## config.mk

```make
export PLATFORM = sky130hd
export DESIGN_NAME = chunk_serial_adder
export DESIGN_NICKNAME = d
export VERILOG_FILES = /design/src/rtl/chunk_serial_adder.sv
export SDC_FILE = /design/constraint.sdc
export NUM_CORES = 1
export LEC_CHECK = 0
export CORE_MARGIN = 3
export CORE_UTILIZATION = 48
export DETAILED_ROUTE_END_ITERATION = 16
export PLACE_DENSITY = 0.75
export SETUP_SLACK_MARGIN = 0.5
export SKIP_CTS_REPAIR_TIMING = 1
export SLEW_MARGIN = 20
export SYNTH_ARGS = -nofsm -noshare
export SYNTH_HDL_FRONTEND = slang
export SYNTH_SLANG_ARGS = --single-unit
```

## constraint.sdc

```tcl
create_clock -name clk -period 1.9 [get_ports clk]
set_input_delay 0.19 -clock clk [delete_from_list [all_inputs] [get_ports clk]]
set_output_delay 0.19 -clock clk [all_outputs]
set_load 0.05 [all_outputs]
```

## src/rtl/chunk_serial_adder.sv

```systemverilog
// Multi-cycle adder/subtractor: CHUNK bits per clock, LSB chunk first, through a
// registered carry, with a start/busy/done handshake.
module chunk_serial_adder #(
  parameter int WIDTH = 8,
  parameter int CHUNK = 2
) (
  input  logic             clk,
  input  logic             rst_n,
  input  logic             start,
  input  logic             sub,
  input  logic [WIDTH-1:0] a,
  input  logic [WIDTH-1:0] b,
  input  logic             cin,
  output logic             busy,
  output logic             done,
  output logic [WIDTH-1:0] sum,
  output logic             cout,
  output logic             ovf
);
  localparam int NCHUNK = WIDTH / CHUNK;
  localparam int IDX_W  = (NCHUNK > 1) ? $clog2(NCHUNK) : 1;
  localparam logic [IDX_W-1:0] LAST_IDX = IDX_W'(NCHUNK - 1);

  generate
    if (WIDTH < 2 || CHUNK < 1 || CHUNK > WIDTH || (WIDTH % CHUNK) != 0) begin : g_bad_params
      $error("chunk_serial_adder: WIDTH must be >= 2 and a multiple of CHUNK");
    end
  endgenerate

  typedef enum logic [1:0] {
    S_IDLE = 2'd0,
    S_RUN  = 2'd1,
    S_DONE = 2'd2
  } state_t;

  state_t             r_state;
  state_t             w_state_nxt;
  logic [WIDTH-1:0]   r_a;
  logic [WIDTH-1:0]   r_b;
  logic               r_carry;
  logic [IDX_W-1:0]   r_idx;
  logic [WIDTH-1:0]   r_res;
  logic [WIDTH-1:0]   r_sum;
  logic               r_cout;
  logic               r_ovf;

  logic [CHUNK:0]     w_add;
  logic [CHUNK-1:0]   w_s;
  logic               w_c;
  logic               w_c_msb;
  logic               w_last;
  logic [WIDTH-1:0]   w_res;

  assign w_add   = {1'b0, r_a[CHUNK-1:0]} + {1'b0, r_b[CHUNK-1:0]} + {{CHUNK{1'b0}}, r_carry};
  assign w_s     = w_add[CHUNK-1:0];
  assign w_c     = w_add[CHUNK];
  // Sum bit = a ^ b ^ carry-in, so the carry entering the top bit is recovered from it.
  assign w_c_msb = r_a[CHUNK-1] ^ r_b[CHUNK-1] ^ w_s[CHUNK-1];
  assign w_last  = (r_idx == LAST_IDX);

  always_comb begin
    w_res = r_res;
    w_res[r_idx*CHUNK +: CHUNK] = w_s;
  end

  always_ff @(posedge clk or negedge rst_n) begin
    if (!rst_n) r_state <= S_IDLE;
    else        r_state <= w_state_nxt;
  end

  always_comb begin
    w_state_nxt = r_state;
    unique case (r_state)
      S_IDLE:  if (start) w_state_nxt = S_RUN;
      S_RUN:   if (w_last) w_state_nxt = S_DONE;
      S_DONE:  w_state_nxt = S_IDLE;
      default: w_state_nxt = S_IDLE;
    endcase
  end

  always_ff @(posedge clk or negedge rst_n) begin
    if (!rst_n) begin
      r_a     <= '0;
      r_b     <= '0;
      r_carry <= 1'b0;
      r_idx   <= '0;
      r_res   <= '0;
      r_sum   <= '0;
      r_cout  <= 1'b0;
      r_ovf   <= 1'b0;
    end else begin
      unique case (r_state)
        S_IDLE: begin
          if (start) begin
            r_a     <= a;
            r_b     <= sub ? ~b : b;
            r_carry <= sub ? 1'b1 : cin;
            r_idx   <= '0;
          end
        end
        S_RUN: begin
          r_res   <= w_res;
          r_a     <= r_a >> CHUNK;
          r_b     <= r_b >> CHUNK;
          r_carry <= w_c;
          r_idx   <= r_idx + 1'b1;
          if (w_last) begin
            r_sum  <= w_res;
            r_cout <= w_c;
            r_ovf  <= w_c ^ w_c_msb;
          end
        end
        default: ;
      endcase
    end
  end

  assign busy = (r_state != S_IDLE);
  assign done = (r_state == S_DONE);
  assign sum  = r_sum;
  assign cout = r_cout;
  assign ovf  = r_ovf;
endmodule

```

==> impl_metrics.toml, run 1 <==
# yosys + openroad results
[global_route]
grt_max_degree = 23
grt_antenna_before_repair = 0
top_usage_layer = "met2"
grt_pass1_vias = 1552
met3_usage = 0.0388
overflow = 0
grt_usage = 0.191
grt_pass1_wl_um = 7690

[worst_setup_path]
rr_endpoint = "ovf"
path_buffers = 0
crit_top_cell = "fa_2"
cp_slowest_stage_delay_ps = 410
cp.arrival_ps = 2000
crit_path_start_kind = "register"
ff2ff_path_depth = 5
slowest_stage = "dfrtp_1"
path_cells = "fa_2 -> fa_2 -> xnor2_2 -> xnor2_1 -> mux2_2"
crit_type = "reg2reg"
end_kind = "register"
ff2ff_setup_slack_ps = 80

[final_layout]
num-nets-final = 289
final_layout_top_logic_cells = "35 x dfrtp_1, 20 x a21oi_1, 19 x clkdlybuf4s50_1"
fillerInstances = 285
syn2layout_area_growth_pct = 40.8
layout-drive-gt1-share = 0.323
lay_top_count = "dfrtp_1"

[sta]
hold_viol = 0
fin_crit_sh = 0.958
setup_violations = 0
rsz0062_at_grt = "yes"
final.setup.worst_slack_ps = 80.3
drv_slew = 0
worst_pin_slew_ps = 513
fin_crit_ps = 1820
fmax_mhz = 550

[yosys]
syn_area_per_cell_um2 = 10.2
synth.top_cells.by_area = "dfrtp_1 47%, a21oi_1 6.5%, nor2b_1 4.8%"
synthSimpleGateAreaFrac = 0.151
synthAdderAreaFrac = 0.0612
xor_share = 0.0420
yosysTopAreaCell = "dfrtp_1"
synth-edff-count = 0
ys_ff = 39
synthDominantCellAreaShare = 0.468
yosys-stat-cells = 205
syn_nets = 235
netlist_logic_family_top = "AND-OR/OR-AND gates"
syn_area_mm2 = 0.00208
yosys.area_share.aoi = 0.210
yosysChipArea_mm2 = 0.00208
mux_share = 0.0156

[power_and_ir_drop]
power_leakage_nw = 1.35
p_per_area_mw_per_mm2 = 1690
peakVddDrop_v = 0.000911

[floorplanning]
io_pins = 33
fp.dieArea_mm2 = 0.00517
rows = 23

[route]
ant_nets = 0
wl_per_cell_um = 16.5
drt_iter0_markers = 102
drt_pass1_iterations = 4
via_per_inst = 5.65

[cts]
numCtsBuffers = 5
clock_sinks = 39
clk_pin_slew_ps = 80
cts_buffer_depth = 2
cts_root_buffer = "clkbuf_8"
cts_max_level = 2

[place]
pre_cts_ws_ps = 27.4
port-buffer-count = 32

[run]
maxCapViolations = 0
tool_warnings = 34

[min_path]
hold_path.class = "in2async"

[status]
outcome = "complete, no violations"
## run 1: worst reg2reg max path: stages (launching register included)
cell and delay [ps]:
dfrtp_1 410, fa_2 400, fa_2 380, xnor2_2 150, xnor2_1 120, mux2_2 260
## run 1: routing by layer
metal,vias up,part of all wire
met2,53,0.49
met1,860,0.43
met4,0,0.013
met5,-,0
li1,830,-
met3,7,0.061
## run 1: worst max path at each step
stage,slack [ps],startpoint,end,cells after the start
after global placement,80,r_carry,ovf,5
after global routing,30,r_carry,ovf,5
after floorplan,60,r_carry,ovf,5
after detailed placement,30,r_carry,ovf,5
after CTS,10,r_carry,ovf,5
final,80,r_carry,ovf,5
## run 1: stage by stage
step                cell area (µm²)  std cells
global route                   2930        310
detailed placement             2560        288
floorplan                      2130        205
global placement               2560        288
CTS                            2640        296
finish                         2930        310
## run 1: layout make-up
class,instances,area [µm²],area share
clock buffers,5,68.8,0.0235
clock inverters,3,15.0,0.00512
inverters,6,25.0,0.00853
multi-input cells,144,1150,0.391
flip-flops and latches,39,981,0.334
well taps,50,62.6,0.0213
repair buffers,63,634,0.216
## run 1: report_power, final
| group | leakage, nW | switching (mW) | total (mW) | internal, mW |
|---|---|---|---|---|
| Clock | 0.0477 | 0.299 | 0.550 | 0.251 |
| Combinational | 0.805 | 1.59 | 2.94 | 1.36 |
| Sequential | 0.498 | 0.298 | 1.47 | 1.18 |
| Total | 1.35 | 2.19 | 4.97 | 2.78 |
## run 1: sequential cells by signal (all words and copies together) (netlist names), 2 cells and up
signal / flops
r_b: 8
r_a: 8
sum: 8
r_idx: 2
r_res: 8
r_state: 2
run_1/layer_met1.png
Scale bar: 20 µm.
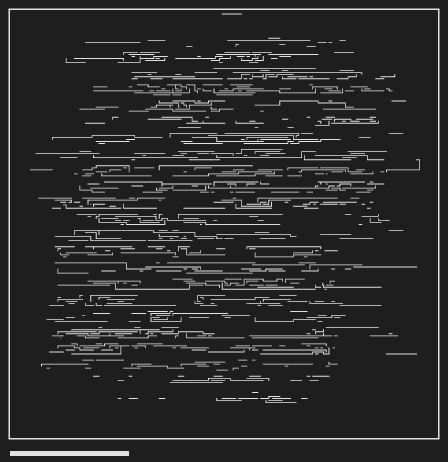
longest straight run: 21.6 µm
wire length on this layer: 2220 µm
share of all routed wire: 43%
met1 track demand over resource: 0.271
DR vias: 1750
final wirelength: 5110 µm

run_1/cell_density.png
Scale bar: 20 µm. The die is cut into 7 by 7 equal tiles; black is low, pale yellow is high, 0 to 100% covered.
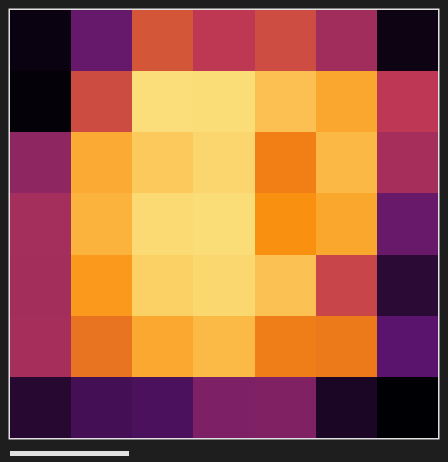
nearly empty tiles: 4.1%
fullest tile: 93%
tiles over 75% full: 39%
densest ninth of the die: middle
Core Region: 0.00409 mm²
Layout Utilization: 0.718
FP Util: 0.510

run_1/layer_met2.png
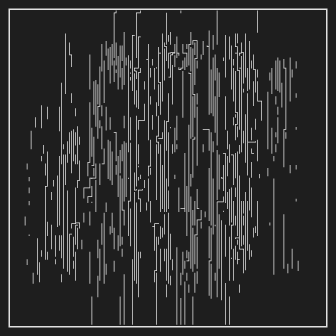
nets with wire on the layer: 237
main direction: vertical
wire length on this layer: 2520 µm
longest straight run: 25.8 µm
share of all routed wire: 49%
met2 Use GR: 0.293

==> run 1 -> run 2 <==
--- a/config.mk
+++ b/config.mk
@@ -7,6 +7,7 @@
 export LEC_CHECK = 0
 export CORE_MARGIN = 3
 export CORE_UTILIZATION = 48
+export CTS_CLUSTER_SIZE = 8
 export DETAILED_ROUTE_END_ITERATION = 16
 export PLACE_DENSITY = 0.75
 export SETUP_SLACK_MARGIN = 0.5
run_2/cell_density.png
Scale bar: 20 µm. The die is cut into 7 by 7 equal tiles; black is low, pale yellow is high, 0 to 100% covered.
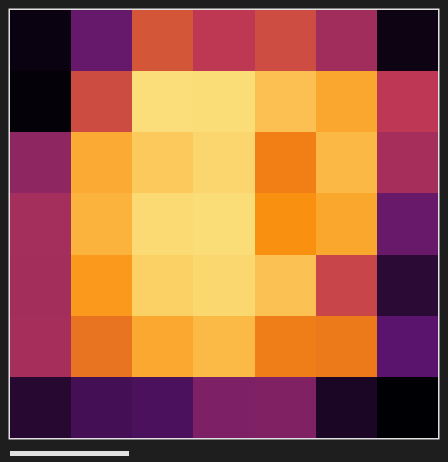
densest ninth of the die: middle
tiles over 75% full: 39%
mean over tiles: 56%

==> impl_metrics.toml, run 2 <==
# yosys + openroad results
[sta]
drv_slew = 0
hold_viol = 0
rsz0062_at_grt = "yes"
fmax_mhz = 550
setup_violations = 0

[route]
routed_wl_um = 5110
via_per_inst = 5.65
drt_pass1_iterations = 4
wl_per_cell_um = 16.5
ant_nets = 0

[worst_setup_path]
path_cells = "fa_2 -> fa_2 -> xnor2_2 -> xnor2_1 -> mux2_2"
rr_endpoint = "ovf"
ff2ff_path_depth = 5
crit_path_start_kind = "register"
cp-startpoint = "r_carry"
ff2ff_setup_slack_ps = 80
end_kind = "register"
slowest_stage = "dfrtp_1"
cp.arrival_ps = 2000
cp_slowest_stage_delay_ps = 410

[final_layout]
lay_top_count = "dfrtp_1"
final_util = 0.718
final_cells = 310
comb_share = 0.391
num-multi-input-gates = 144
layout.area.comb_mm2 = 0.00115
sh_seq_area = 0.334
num-nets-final = 289
final-nonclk-buf-share = 0.216
buffers = 63
clkCellAreaFrac = 0.0286
layout-drive-gt1-share = 0.323
top_area_cell_class = "combinational gates"
flops = 39
nClkBuffers = 5
final_layout_top_logic_cells = "35 x dfrtp_1, 20 x a21oi_1, 19 x clkdlybuf4s50_1"

[floorplanning]
fp_util = 0.510
core_mm2 = 0.00409
tap_cells = 50
fp.dieArea_mm2 = 0.00517
io_pins = 33

[run]
maxCapViolations = 0

[yosys]
synth.top_cells.by_area = "dfrtp_1 47%, a21oi_1 6.5%, nor2b_1 4.8%"
syn_area_mm2 = 0.00208
syn_area_per_cell_um2 = 10.2
yosysChipArea_mm2 = 0.00208

[power_and_ir_drop]
peakVddDrop_v = 0.000911
p_per_area_mw_per_mm2 = 1690

[min_path]
hold_path.class = "in2async"

[global_route]
grt_usage = 0.191
grt_pass1_wl_um = 7690
overflow = 0

[cts]
numCtsBuffers = 5
clock_sinks = 39
cts_max_level = 2
cts_buffer_depth = 2
cts_root_buffer = "clkbuf_8"

[status]
outcome = "complete, no violations"

[place]
port-buffer-count = 32
run_2/layer_met1.png
Scale bar: 20 µm.
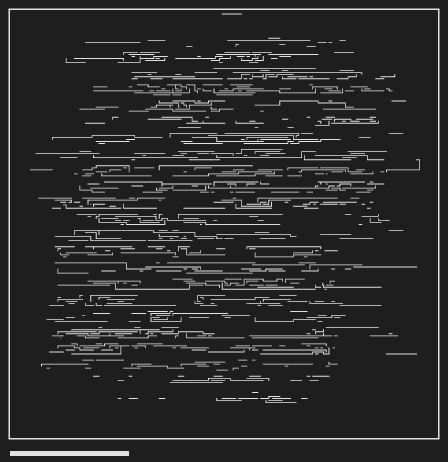
share of all routed wire: 43%
nets with wire on the layer: 249
main direction: horizontal
longest straight run: 21.6 µm
wire length on this layer: 2220 µm

## run 2: cells by family after synthesis
logic type / synth area share
AND-OR/OR-AND: 0.210
AND/OR/NAND/NOR: 0.151
flip-flops: 0.468
buffers and inverters: 0.0522
XOR/XNOR: 0.0420
adder cells (fa/ha/maj): 0.0612
multiplexers: 0.0156
## run 2: worst max-delay path by stage
stage / endpoint / slack, ps / cells after the start
after floorplan: ovf / 60 / 5
after global placement: ovf / 80 / 5
after detailed placement: ovf / 30 / 5
after CTS: ovf / 10 / 5
after global routing: ovf / 30 / 5
final: ovf / 80 / 5
## run 2: worst register-to-register path: stages (launching register included)
cell and delay [ps]:
dfrtp_1 410, fa_2 400, fa_2 380, xnor2_2 150, xnor2_1 120, mux2_2 260
## run 2: layer usage
| metal | part of all wire | vias to the layer above | global-route usage |
|---|---|---|---|
| met1 | 0.43 | 860 | 0.271 |
| met3 | 0.061 | 7 | 0.0388 |
| met2 | 0.49 | 53 | 0.293 |
| met4 | 0.013 | 0 | 0.0689 |
| li1 | - | 830 | - |
| met5 | 0 | - | 0 |
## run 2: stage by stage
stage | setup WS, ps | total power [mW] | cell area (µm²)
6_report | 80.3 | 4.97 | 2930
4_1_cts | 10.7 | 4.44 | 2640
3_5_place_dp | 27.4 | 3.89 | 2560
5_1_grt | 27.5 | 5.27 | 2930
3_3_place_gp | 77.0 | 3.81 | 2560
2_1_floorplan | 61.9 | 3.16 | 2130
## run 2: where the power goes
part           leakage [nW]  internal [mW]  total [mW]  switching [mW]
clock network        0.0477          0.251       0.550           0.299
logic                 0.805           1.36        2.94            1.59
registers             0.498           1.18        1.47           0.298
Power is estimated from default activity; no workload was simulated.
